## src/rtl/regfile_dump.sv

```systemverilog
// Debug read-out engine: walks x0..x(NREGS-1) through a combinational read port and streams them out.
// Optional trailing XOR checksum beat is compiled in with REGFILE_DUMP_CHECKSUM_EN.
module regfile_dump #(
    parameter int N     = 32,
    parameter int NREGS = 32,
    parameter int A     = $clog2(NREGS)
) (
    input  logic         clk,
    input  logic         rst,
    input  logic         start,
    output logic [A-1:0] rf_addr,
    input  logic [N-1:0] rf_data,
    output logic         halt_req,
    output logic         busy,
    output logic         done,
    output logic         out_valid,
    input  logic         out_ready,
    output logic [N-1:0] out_data,
    output logic [A-1:0] out_idx,
    output logic         out_last
);

    localparam logic [A-1:0] LAST_IDX = A'(NREGS - 1);

    typedef enum logic [2:0] {
        S_IDLE,
        S_READ,
        S_SEND,
`ifdef REGFILE_DUMP_CHECKSUM_EN
        S_CSUM,
`endif
        S_DONE
    } state_t;

    state_t         state_reg;
    state_t         state_next;
    logic [A-1:0]   idx_reg;
    logic [N-1:0]   data_reg;
    logic [A-1:0]   oidx_reg;
    logic           at_last;
`ifdef REGFILE_DUMP_CHECKSUM_EN
    logic [N-1:0]   acc_reg;
`endif

    assign at_last  = (idx_reg == LAST_IDX);
    assign out_data = data_reg;
    assign out_idx  = oidx_reg;
    assign halt_req = busy;

    always_ff @(posedge clk or posedge rst) begin
        if (rst) begin
            state_reg <= S_IDLE;
        end else begin
            state_reg <= state_next;
        end
    end

    always_comb begin
        state_next = state_reg;
        rf_addr    = '0;
        busy       = 1'b0;
        done       = 1'b0;
        out_valid  = 1'b0;
        out_last   = 1'b0;
        case (state_reg)
            S_IDLE: begin
                if (start) begin
                    state_next = S_READ;
                end
            end
            S_READ: begin
                rf_addr    = idx_reg;
                busy       = 1'b1;
                state_next = S_SEND;
            end
            S_SEND: begin
                rf_addr   = idx_reg;
                busy      = 1'b1;
                out_valid = 1'b1;
`ifdef REGFILE_DUMP_CHECKSUM_EN
                out_last  = 1'b0;
`else
                out_last  = at_last;
`endif
                if (out_ready) begin
                    if (at_last) begin
`ifdef REGFILE_DUMP_CHECKSUM_EN
                        state_next = S_CSUM;
`else
                        state_next = S_DONE;
`endif
                    end else begin
                        state_next = S_READ;
                    end
                end
            end
`ifdef REGFILE_DUMP_CHECKSUM_EN
            S_CSUM: begin
                rf_addr   = idx_reg;
                busy      = 1'b1;
                out_valid = 1'b1;
                out_last  = 1'b1;
                if (out_ready) begin
                    state_next = S_DONE;
                end
            end
`endif
            S_DONE: begin
                done       = 1'b1;
                state_next = S_IDLE;
            end
            default: state_next = S_IDLE;
        endcase
    end

    // Beat payload only changes in READ (or when the checksum beat is loaded),
    // so it is naturally held while the sink stalls.
    always_ff @(posedge clk or posedge rst) begin
        if (rst) begin
            idx_reg  <= '0;
            data_reg <= '0;
            oidx_reg <= '0;
`ifdef REGFILE_DUMP_CHECKSUM_EN
            acc_reg  <= '0;
`endif
        end else begin
            case (state_reg)
                S_IDLE: begin
                    if (start) begin
                        idx_reg <= '0;
`ifdef REGFILE_DUMP_CHECKSUM_EN
                        acc_reg <= '0;
`endif
                    end
                end
                S_READ: begin
                    data_reg <= rf_data;
                    oidx_reg <= idx_reg;
`ifdef REGFILE_DUMP_CHECKSUM_EN
                    acc_reg  <= acc_reg ^ rf_data;
`endif
                end
                S_SEND: begin
                    if (out_ready) begin
                        if (!at_last) begin
                            idx_reg <= idx_reg + A'(1);
                        end
`ifdef REGFILE_DUMP_CHECKSUM_EN
                        else begin
                            data_reg <= acc_reg;
                            oidx_reg <= '0;
                        end
`endif
                    end
                end
                default: ;
            endcase
        end
    end

endmodule

```

## config.mk

```make
export PLATFORM = sky130hd
export DESIGN_NAME = regfile_dump
export DESIGN_NICKNAME = d
export VERILOG_FILES = /design/src/rtl/regfile_dump.sv
export SDC_FILE = /design/constraint.sdc
export NUM_CORES = 1
export LEC_CHECK = 0
export CORE_MARGIN = 4
export CORE_UTILIZATION = 45
export DETAILED_ROUTE_END_ITERATION = 8
export PLACE_DENSITY = 0.86
export SLEW_MARGIN = 20
export SYNTH_ARGS = -nofsm -noshare
export SYNTH_HDL_FRONTEND = slang
export SYNTH_SLANG_ARGS = --single-unit
```

## constraint.sdc

```tcl
create_clock -name clk -period 4.4 [get_ports clk]
set_clock_uncertainty 0.05 [all_clocks]
set_input_delay 0.44 -clock clk [delete_from_list [all_inputs] [get_ports clk]]
set_output_delay 0.44 -clock clk [all_outputs]
set_load 0.05 [all_outputs]
```

**Run 1: M1 wires**

Scale bar: 20 µm.
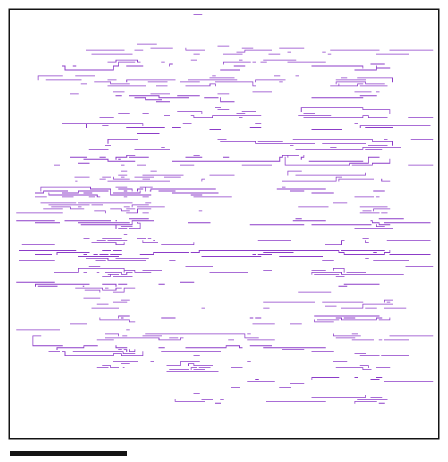
The wires run mostly horizontal. The layer holds 40% of the routed length. The longest straight run is 23.9 µm. 221 nets have wire on it.

**Run 1: metal 2**

Scale bar: 20 µm. Cells faint in the background.
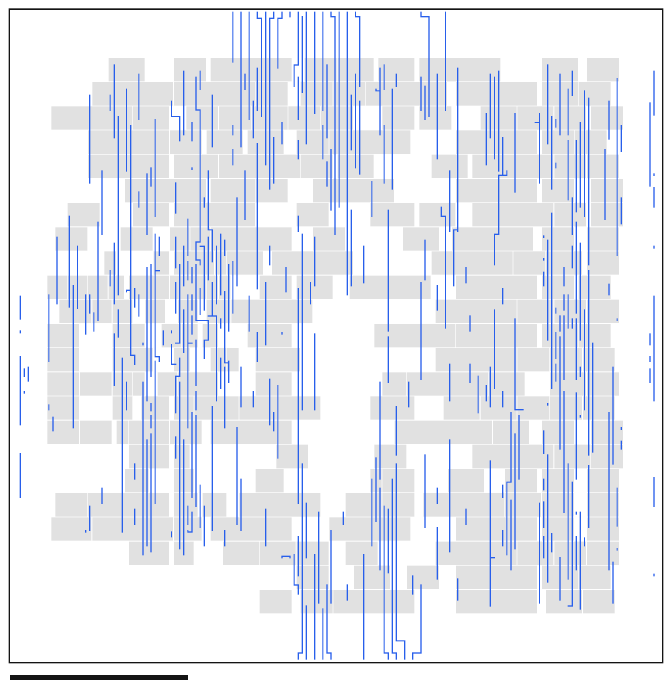
The layer holds 50% of the routed length. The layer carries 2190 µm of wire. The wires run mostly vertical. 237 nets have wire on it.

==> results.ini, run 1 <==
[finish]
sh_comb_area_pct=25.65
instances_no_fill=271
fillers=260
final_nets=263
seq_share_pct=38.13
synthToLayoutAreaGrowth_pct=50.26
dominant-cell-class=flip-flops and latches
largest_reg_flops=32
seq_area_um2=1101
comb_area_um2=740.7
fin_area_um2=2888
num-multi-input-gates=78
clkCellAreaFrac_pct=4.203
bufAreaShareNonClock_pct=28.94
final_cell_mix=clkdlybuf4s50_1, dfrtp_1, mux2_2
inverters=7
fin_util_pct=71.17
clkbuf_count=6
drive_gt1_share_pct=22.17

[clock_tree]
cts_root_buffer=clkbuf_8
htreeDepth=2
cts_hold_buf=0
cts_resized=0
cts_tree=yes
cts_buffers=5
cts_sinks=44
insertion_delay_ps=280
cts_buffer_depth=2
cts_setup_buffers=0

[job]
log.warning_count=30
drv_cap=0

[pwr]
powerSeq_uw=684
combPwrFrac_pct=60.1
power_leader=combinational cells
p_switching_mw=1.166
swShare_pct=46.69
clk-power_uw=312
p_per_area_nw_per_um2=864.6
clock_power_share_pct=12.5
internal_power_mw=1.331
power_frac_seq_pct=27.4
p_leak_nw=1.235
vdd_drop_max_uv=437.1

[drt]
route.met2.wl_mm=2.193
routed_via_density=5.033
drt_iter0_markers=71
routedWlPerCell_um=16.20
ant_nets=0
wl_met1_mm=1.752
drc=0
top_layer_used=met4
wl_met3_um=409

[worst_setup_path]
cp_max_fo=5
crit_path_end_kind=output pin
path_delay_family=buffers and inverters
worstReg2RegStart=idx_reg[0]
crit_arrival_ps=2290
path_depth=5
slowest_delay_ps=800
criticalPathCategory=register to output pin
r2r_slack_ps=2470
worstPathCellList=ha_1, and3_1, ha_1, and2_1, clkdlybuf4s50_1
cp.required_ps=3910
crit_path_end=out_last
slowest_stage=clkdlybuf4s50_1
crit_top_cell=ha_1
r2r_end=idx_reg[0]
critPathLaunchType=register

[floorplanning]
core_area_um2=4058
die_w_um=73.35
well_tap_count=50
ioPinCount=83
dieArea_um2=5380
dieHeight_um=73.35
initial_core_util_pct=47.36

[logic_synthesis]
area_leaders=dfrtp_1, mux2_2, ha_1
ys_seq_share_pct=57.29
common_cells=dfrtp_1, mux2_2, ha_1, inv_1, and2_1
yosysUniqueCellTypes=28
fp_nets=178
yosys.area.top_type=dfrtp_1
top_logic_kind=multiplexers
async_reset_ff_share_pct=100.0
enable_flop_cells=0
yosys_cells=135
ys_area_um2=1922
ys_sh_aoi_pct=3.971
synthXorXnorAreaFrac_pct=0
top_cell_area_share_pct=57.29
ys_sh_simple_pct=7.292
yosysWarnings=0
synthesis.area_um2=1922
fa_ha_area_share_pct=4.557
synth_cells=135

[global_route]
grt_pass1_wl_mm=7.024
grt_use_total_pct=16.81
grt_util_met1_pct=20.68
antenna_found_initial=0
grt.overflow.total=0
use_met2_pct=28.90
grt_pass1_vias=1469
grt_start_max_net_pins=45
use_met3_pct=5.062

[timing]
worstMarginPinSlew_ps=533.5
slew_violations=0
relSlewSlack_pct=64.32
hold_viol_final=0
setup_ws_ps=1624
max_freq_mhz=360.2
finalCritPeriodShare_pct=63.09
period_needed_ps=2776
tns_ps=0
rsz0062_at_grt=no

[place]
io_buffer_count=82
place_ws_ps=1972
dpl.hpwl_mm=3.421
gp_congestion=0.8772

[status]
status=complete, no violations

[min_path]
hold_path_end=out_data[21]
hold_path_class=register to register
min_from=out_data[21]
hold_depth=1

**Run 1: metal 3**

Scale bar: 20 µm. Cells faint in the background.
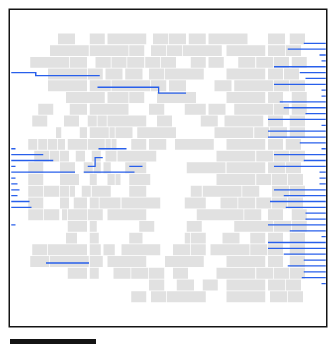
The layer holds 9.3% of the routed length. 59 nets have wire on it. The layer carries 410 µm of wire. The longest straight run is 14.7 µm. The wires run mostly horizontal.

**Run 1: cell area per tile**

The die is cut into 7 by 7 equal tiles; white is low, dark blue is high, 0 to 100% covered.
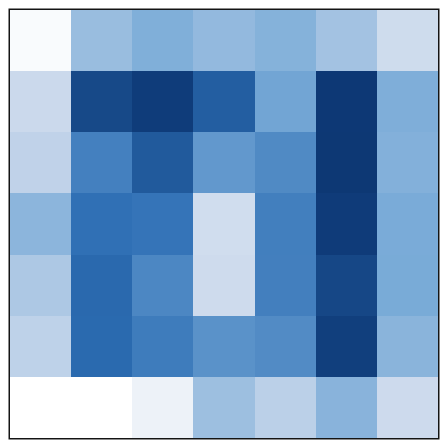

==> run 1 -> run 2 <==
- CORE_UTILIZATION: 45 -> 38
- PLACE_DENSITY: 0.86 -> 0.77
- clock period: 4.4 -> 2.4 ns (I/O delays scaled with it)
**Run 2: cell area per tile**

The die is cut into 8 by 8 equal tiles; white is low, dark blue is high, 0 to 100% covered.
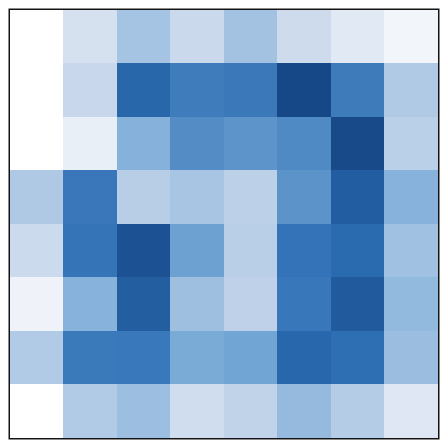
14% of the tiles are over 75% full. The mean over all tiles is 45%. The emptiest ninth of the die: north-west. 6.2% of the tiles are nearly empty.

**Run 2: metal 2**

Scale bar: 20 µm. Cells faint in the background.
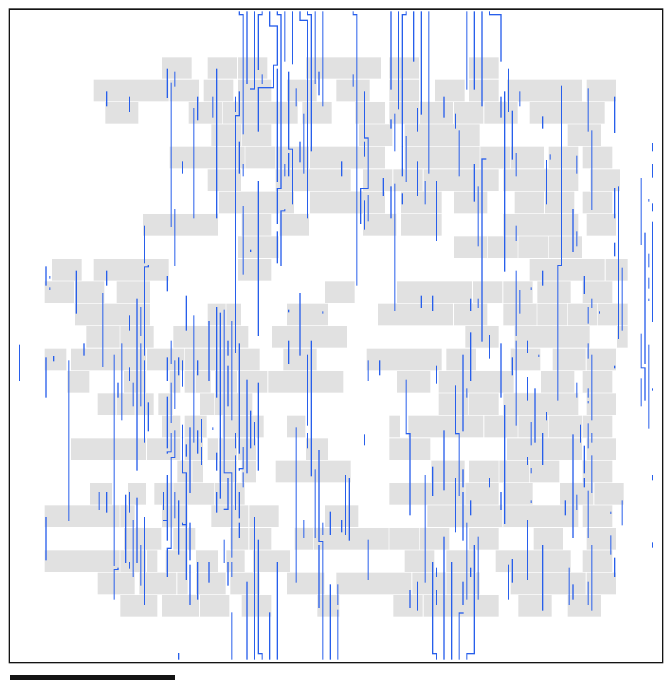
The longest straight run is 32.8 µm. The wires run mostly vertical. The layer holds 46% of the routed length. 238 nets have wire on it.

==> run 2 against run 1 <==
Non-clock buffer count increased by 1. Utilization decreased by 11 points. Die size increased by 16%. Clock power increased by 51%. Critical path depth decreased by 2. Register-to-register slack got worse by 2000 ps. Final area decreased by 0.30%. Combinational power increased by 83%. Critical endpoint is now out_valid. Largest cell class unchanged.
==> results.ini, run 2 <==
[drt]
routed_via_density=4.626
top_layer_used=met4
wl_met3_um=323
drt_iter0_markers=30
routedWlPerCell_um=14.48

[job]
drv_cap=0

[global_route]
antenna_found_initial=0
grt.overflow.total=0
grt_start_max_net_pins=45
grt_use_total_pct=13.59
grt_pass1_vias=1334

[finish]
clkCellAreaFrac_pct=3.259
final_cell_mix=clkdlybuf4s50_1, dfrtp_1, mux2_2
num-multi-input-gates=78
comb_area_um2=740.7
dominant-cell-class=flip-flops and latches
seq_share_pct=38.24
sh_comb_area_pct=25.73
instances_no_fill=289

[clock_tree]
cts_setup_buffers=0
cts_buffer_depth=2
insertion_delay_ps=290

[logic_synthesis]
yosys.area.top_type=dfrtp_1
async_reset_ff_share_pct=100.0
top_logic_kind=multiplexers
yosys_cells=135
ys_sh_simple_pct=7.292
fa_ha_area_share_pct=4.557
yosysUniqueCellTypes=28
top_cell_area_share_pct=57.29
yosysWarnings=0
synthXorXnorAreaFrac_pct=0

[floorplanning]
initial_core_util_pct=39.90
dieArea_um2=6259

[worst_setup_path]
slowest_delay_ps=800
crit_path_end_kind=output pin
crit_path_end=out_valid
worstReg2RegStart=idx_reg[0]
slowest_stage=clkdlybuf4s50_1
cp.required_ps=2110
worstPathCellList=inv_1, ha_1, clkdlybuf4s50_1
r2r_slack_ps=510
criticalPathCategory=register to output pin
crit_arrival_ps=1810

[place]
dpl.hpwl_mm=3.013
place_ws_ps=327.2

[pwr]
p_switching_mw=2.116
p_per_area_nw_per_um2=1545
p_leak_nw=1.257
combPwrFrac_pct=61.9
power_leader=combinational cells
internal_power_mw=2.332
power_frac_seq_pct=27.5
swShare_pct=47.57

[timing]
rsz0062_at_grt=no
worstMarginPinSlew_ps=550.3
tns_ps=0
finalCritPeriodShare_pct=87.57
slew_violations=0

[min_path]
hold_path_class=primary input to async pin

[status]
status=complete, no violations

**Run 2: metal 3**

Scale bar: 20 µm. Cells faint in the background.
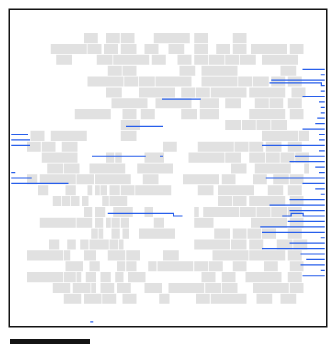
The layer holds 7.7% of the routed length. The longest straight run is 16.3 µm. 47 nets have wire on it.

Power and IR drop assume default switching activity.
